--- src/rtl/step_pulse_gen.sv ---
// step_pulse_gen: stepper motor STEP/DIR/ENABLE driver.
// Clamped glitch-free period, DIR setup, fixed pulse width, position.
//
// Ports:
//   clk        system clock
//   rst        asynchronous active-low reset
//   enable     tracking enable (clk domain)
//   dir        requested direction (clk domain)
//   N          step period in ticks (asynchronous to clk)
//   drv_step   STEP pin
//   drv_dir    DIR pin
//   drv_enable driver enable pin, active-high
//   busy       high whenever the FSM is not idle
//   position   signed step count, two's complement
module step_pulse_gen #(
    parameter int WIDTH_WORK = 16,
    parameter int PRESCALE   = 50,
    parameter int PULSE_W    = 100,
    parameter int DIR_SETUP  = 250,
    parameter int MIN_PERIOD = 20,
    parameter int POS_W      = 32
) (
    input  logic                  clk,
    input  logic                  rst,
    input  logic                  enable,
    input  logic                  dir,
    input  logic [WIDTH_WORK-1:0] N,
    output logic                  drv_step,
    output logic                  drv_dir,
    output logic                  drv_enable,
    output logic                  busy,
    output logic [POS_W-1:0]      position
);

    localparam logic [1:0] S_IDLE  = 2'd0;
    localparam logic [1:0] S_SETUP = 2'd1;
    localparam logic [1:0] S_HI    = 2'd2;
    localparam logic [1:0] S_LO    = 2'd3;

    localparam int CNT_MAX = (DIR_SETUP > PULSE_W) ? DIR_SETUP : PULSE_W;
    localparam int CNT_W   = $clog2(CNT_MAX + 1);
    localparam int PRE_W   = $clog2(PRESCALE + 1);

    localparam logic [CNT_W-1:0]      SETUP_END = CNT_W'(DIR_SETUP);
    localparam logic [CNT_W-1:0]      PULSE_END = CNT_W'(PULSE_W - 1);
    localparam logic [PRE_W-1:0]      PRE_LAST  = PRE_W'(PRESCALE - 1);
    localparam logic [WIDTH_WORK-1:0] MIN_P     = WIDTH_WORK'(MIN_PERIOD);

    logic [1:0]            state;
    logic [CNT_W-1:0]      cnt;
    logic [PRE_W-1:0]      pre;
    logic [WIDTH_WORK-1:0] tick;
    logic [WIDTH_WORK-1:0] p_lat;
    logic [WIDTH_WORK-1:0] n_s1;
    logic [WIDTH_WORK-1:0] n_s2;
    logic [WIDTH_WORK-1:0] n_eff;

    logic [WIDTH_WORK-1:0] p_sel;
    logic [WIDTH_WORK-1:0] tick_last;
    logic                  period_end;
    logic                  go_idle;
    logic                  go_setup;
    logic                  go_hi;
    logic                  go_lo;

    assign p_sel     = (n_eff < MIN_P) ? MIN_P : n_eff;
    assign tick_last = p_lat - 1'b1;

    // Counters start at zero on the rising edge, so the period ends on
    // the edge where (tick, pre) reaches (P-1, PRESCALE-1).
    assign period_end = (pre == PRE_LAST) && (tick == tick_last);

    always_comb begin
        go_idle  = 1'b0;
        go_setup = 1'b0;
        go_hi    = 1'b0;
        go_lo    = 1'b0;
        case (state)
            S_IDLE: begin
                go_setup = enable;
            end
            S_SETUP: begin
                if (!enable) begin
                    go_idle = 1'b1;
                end else if (cnt == SETUP_END) begin
                    go_hi = 1'b1;
                end
            end
            S_HI: begin
                go_lo = (cnt == PULSE_END);
            end
            S_LO: begin
                if (!enable) begin
                    go_idle = 1'b1;
                end else if (period_end) begin
                    if (dir != drv_dir) begin
                        go_setup = 1'b1;
                    end else begin
                        go_hi = 1'b1;
                    end
                end
            end
            default: begin
                go_idle = 1'b1;
            end
        endcase
    end

    always_ff @(posedge clk or negedge rst) begin
        if (!rst) begin
            state      <= S_IDLE;
            busy       <= 1'b0;
            drv_step   <= 1'b0;
            drv_dir    <= 1'b0;
            drv_enable <= 1'b0;
            position   <= '0;
            cnt        <= '0;
            pre        <= '0;
            tick       <= '0;
            p_lat      <= MIN_P;
            n_s1       <= '0;
            n_s2       <= '0;
            n_eff      <= MIN_P;
        end else begin
            // Two equal consecutive samples filter multi-bit skew on N.
            n_s1 <= N;
            n_s2 <= n_s1;
            if (n_s1 == n_s2) begin
                n_eff <= n_s1;
            end

            if (go_idle) begin
                state      <= S_IDLE;
                busy       <= 1'b0;
                drv_step   <= 1'b0;
                drv_enable <= 1'b0;
            end else if (go_setup) begin
                state      <= S_SETUP;
                busy       <= 1'b1;
                drv_enable <= 1'b1;
                drv_dir    <= dir;
                cnt        <= '0;
                pre        <= '0;
                tick       <= '0;
            end else if (go_hi) begin
                state    <= S_HI;
                busy     <= 1'b1;
                drv_step <= 1'b1;
                p_lat    <= p_sel;
                cnt      <= '0;
                pre      <= '0;
                tick     <= '0;
                if (drv_dir) begin
                    position <= position + 1'b1;
                end else begin
                    position <= position - 1'b1;
                end
            end else begin
                if (state == S_HI || state == S_LO) begin
                    if (pre == PRE_LAST) begin
                        pre  <= '0;
                        tick <= tick + 1'b1;
                    end else begin
                        pre <= pre + 1'b1;
                    end
                end
                if (go_lo) begin
                    state    <= S_LO;
                    drv_step <= 1'b0;
                end else if (state == S_SETUP || state == S_HI) begin
                    cnt <= cnt + 1'b1;
                end
            end
        end
    end

endmodule

--- config.mk ---
export PLATFORM = sky130hd
export DESIGN_NAME = step_pulse_gen
export DESIGN_NICKNAME = d
export VERILOG_FILES = /design/src/rtl/step_pulse_gen.sv
export SDC_FILE = /design/constraint.sdc
export NUM_CORES = 1
export LEC_CHECK = 0
export ABC_AREA = 1
export CAP_MARGIN = 20
export CORE_MARGIN = 3
export CORE_UTILIZATION = 57
export DETAILED_ROUTE_END_ITERATION = 12
export PLACE_DENSITY = 0.84
export RECOVER_POWER = 25
export SYNTH_ARGS = -nofsm -noshare
export SYNTH_HDL_FRONTEND = slang
export SYNTH_SLANG_ARGS = --single-unit
--- constraint.sdc ---
create_clock -name clk -period 3.8 [get_ports clk]
set_input_delay 0.76 -clock clk [delete_from_list [all_inputs] [get_ports clk]]
set_output_delay 0.76 -clock clk [all_outputs]
set_load 0.1 [all_outputs]
==> run summary <==
fresh numbers from the pnr run: crit-path max FO 19, postcts setup bufs 0, status finished, violations left, Synth Area in Simple Gates 26.6%, Max Slew Vio Count 66, Tool Warnings 31, startpoint types register, worst vdd ir 0.000669 V, Seq share, synth 40.4%, Pleak 4.68 nW, Worst-Margin Slew 1.71 ns, Worst R2R Path Depth 15, Logic pwr share 52.1%, failing checks capacitance limit, slew limit, deepest clock path buffer count 2, drt via density 5.35, die footprint 0.0159 mm2, Hold Path Depth 0, Most common cell on crit path nand2_1, PostCTS Resize Cnt 0, Main logic family simple AND/OR/NAND/NOR gates, first-pass GRT wire length 30300 um, io pins 56, adder share 6.35%, Total GRT Usage 23.2%, # Max-Cap Violations 1
## critical path, delay by kind of cell (launching register included)
family                     cells  cell delay [ns]
adders and majority gates      1             0.39
and+or+nand+nor                9             0.73
DFF                            1             0.45
AOI/OAI and AO/OA              3             0.79
buffers and inverters          1             0.54
xor gates and xnor gates       1             0.14
## through the flow
stage	hold slack (ns)	setup slack (ns)	instance area (um2)	power (mW)	util (%)
floorplan	0.389	0.205	8200	4.86	-
global route	0.441	0.401	9390	7.81	67.1
global placement	0.406	0.744	8820	5.60	63.1
detailed placement	0.409	0.679	8820	5.67	63.1
finish	0.421	0.634	9390	7.30	67.1
CTS	0.360	0.672	9400	7.31	67.2
## final timing paths
check	start	end	slack, ns
min in group asynchronous	rst	position[8]	0.79
worst max-delay path	drv_dir	position[27]	0.63
worst min-delay path	n_s1[6]	n_s2[6]	0.42
worst max register to register	drv_dir	position[27]	0.63
worst min register to register	n_s1[6]	n_s2[6]	0.42
max in group asynchronous	rst	p_lat[2]	1.87
## flip-flops by register name (all words and copies together), names as in the netlist
register    flops
state           2
p_lat          16
cnt             8
drv_step        1
tick           16
n_s1           16
busy            1
n_eff          16
pre             6
drv_dir         1
position       32
drv_enable      1
n_s2           16
## power groups by stage
stage / combinational [mW] / sequential (mW) / clock, mW
floorplan: 2.20 / 2.67 / 0
global placement: 3.68 / 1.92 / 0
detailed placement: 3.74 / 1.93 / 0
CTS: 3.79 / 1.91 / 1.62
global route: 4.18 / 1.95 / 1.68
finish: 3.80 / 1.91 / 1.59
## per-layer routing
| metal | vias to the layer above | wire (um) | global-route usage, % |
|---|---|---|---|
| met3 | 27 | 954 | 5.09 |
| met4 | 0 | 299 | 6.75 |
| li1 | 3482 | - | - |
| met5 | - | 0 | 0 |
| met1 | 3178 | 8260 | 32.5 |
| met2 | 195 | 8330 | 36.5 |
## final cells by class
type	count	area, um2
clock buffers	17	425
clock inverters	14	145
fillers	1138	4600
inverters	98	368
multi-input cells	784	4310
flip-flops and latches	132	3310
well taps	180	225
repair buffers	61	603
## cells by family (layout without fill, tap and decap cells)
| family | after synthesis | count (layout) |
|---|---|---|
| simple gates | 513 | 513 |
| buf+inv | 128 | 190 |
| compound gates | 139 | 139 |
| mux | 5 | 5 |
| fa+ha+maj | 41 | 41 |
| flops | 132 | 132 |
| xor+xnor | 86 | 86 |
## cells in the final DEF (no fill, tap or decap), types with 6 or more instances in the layout
cell type / n
nand2_1: 276
dfrtp_1: 128
nor2_1: 117
inv_1: 95
nand3_1: 67
xor2_1: 42
xnor2_1: 42
a21oi_1: 42
o21ai_0: 41
ha_1: 40
clkdlybuf4s50_1: 38
o21ai_1: 28
clkbuf_16: 17
nand4_1: 16
dlygate4sd3_1: 16
nor4_1: 8
nor3_1: 6
o21bai_1: 6
final_placement.png
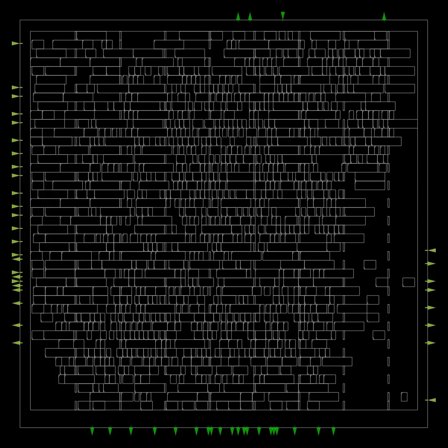
std cell rows: 43
flop share of the area: 35.2%
Finished Core Util: 67.1%
Well-Tap Cells: 180
Core Area: 0.0140 mm2

registers.png
(3 px per um) Other sequential cells in the stronger grey, the rest of the logic in the fainter grey.
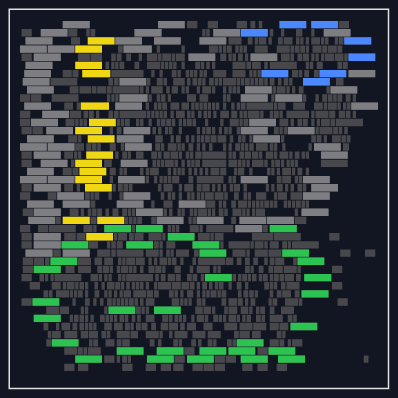
colour	name in the netlist	sequential cells
yellow	n_eff	16
green	position	32
blue	cnt	8
not coloured	76

drive_strength.png
(3 px per um)
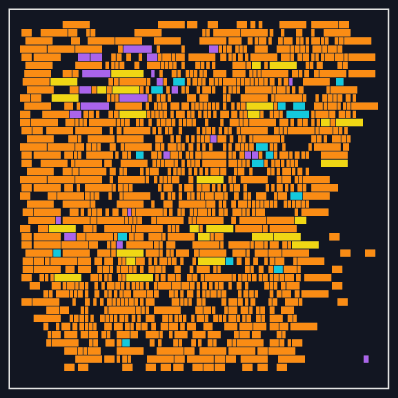
colour	size	cells
yellow	drive 6 and up	27
cyan	drive 3 to 4	16
orange	drive 1 or less	1040
purple	drive 2	23
worst setup margin: 0.634 ns
nonclk buf count: 61
Layout Area Growth over Synthesis: 14.6%

cell_classes.png
(4 px per um)
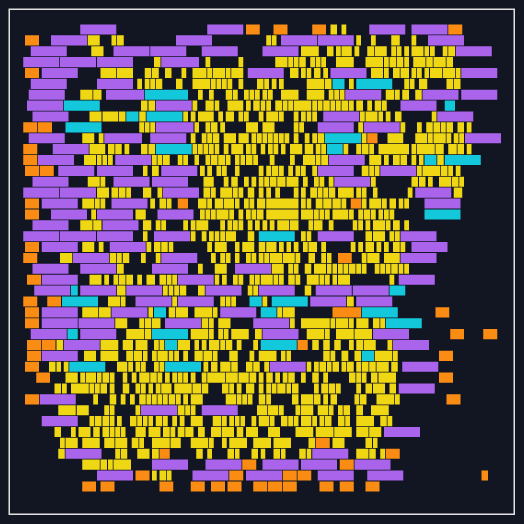
colour	class	cells	share of their area
orange	other buffers and delay cells	61	6.6%
purple	flip-flops	132	36%
cyan	clock drivers and dummy loads	31	6.2%
yellow	all other logic	882	51%

met3.png
(2 px per um) Cells faint in the background.
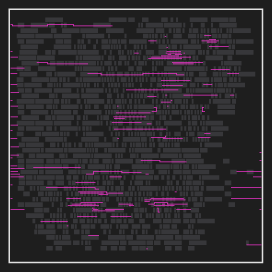
nets with wire on the layer	93
share of all routed wire	5.4%
main direction	horizontal
longest straight run	25.8 um
via count: 6882
GRT met3 Usage: 5.09%
WL final: 17800 um

Power is estimated from default activity; no workload was simulated.
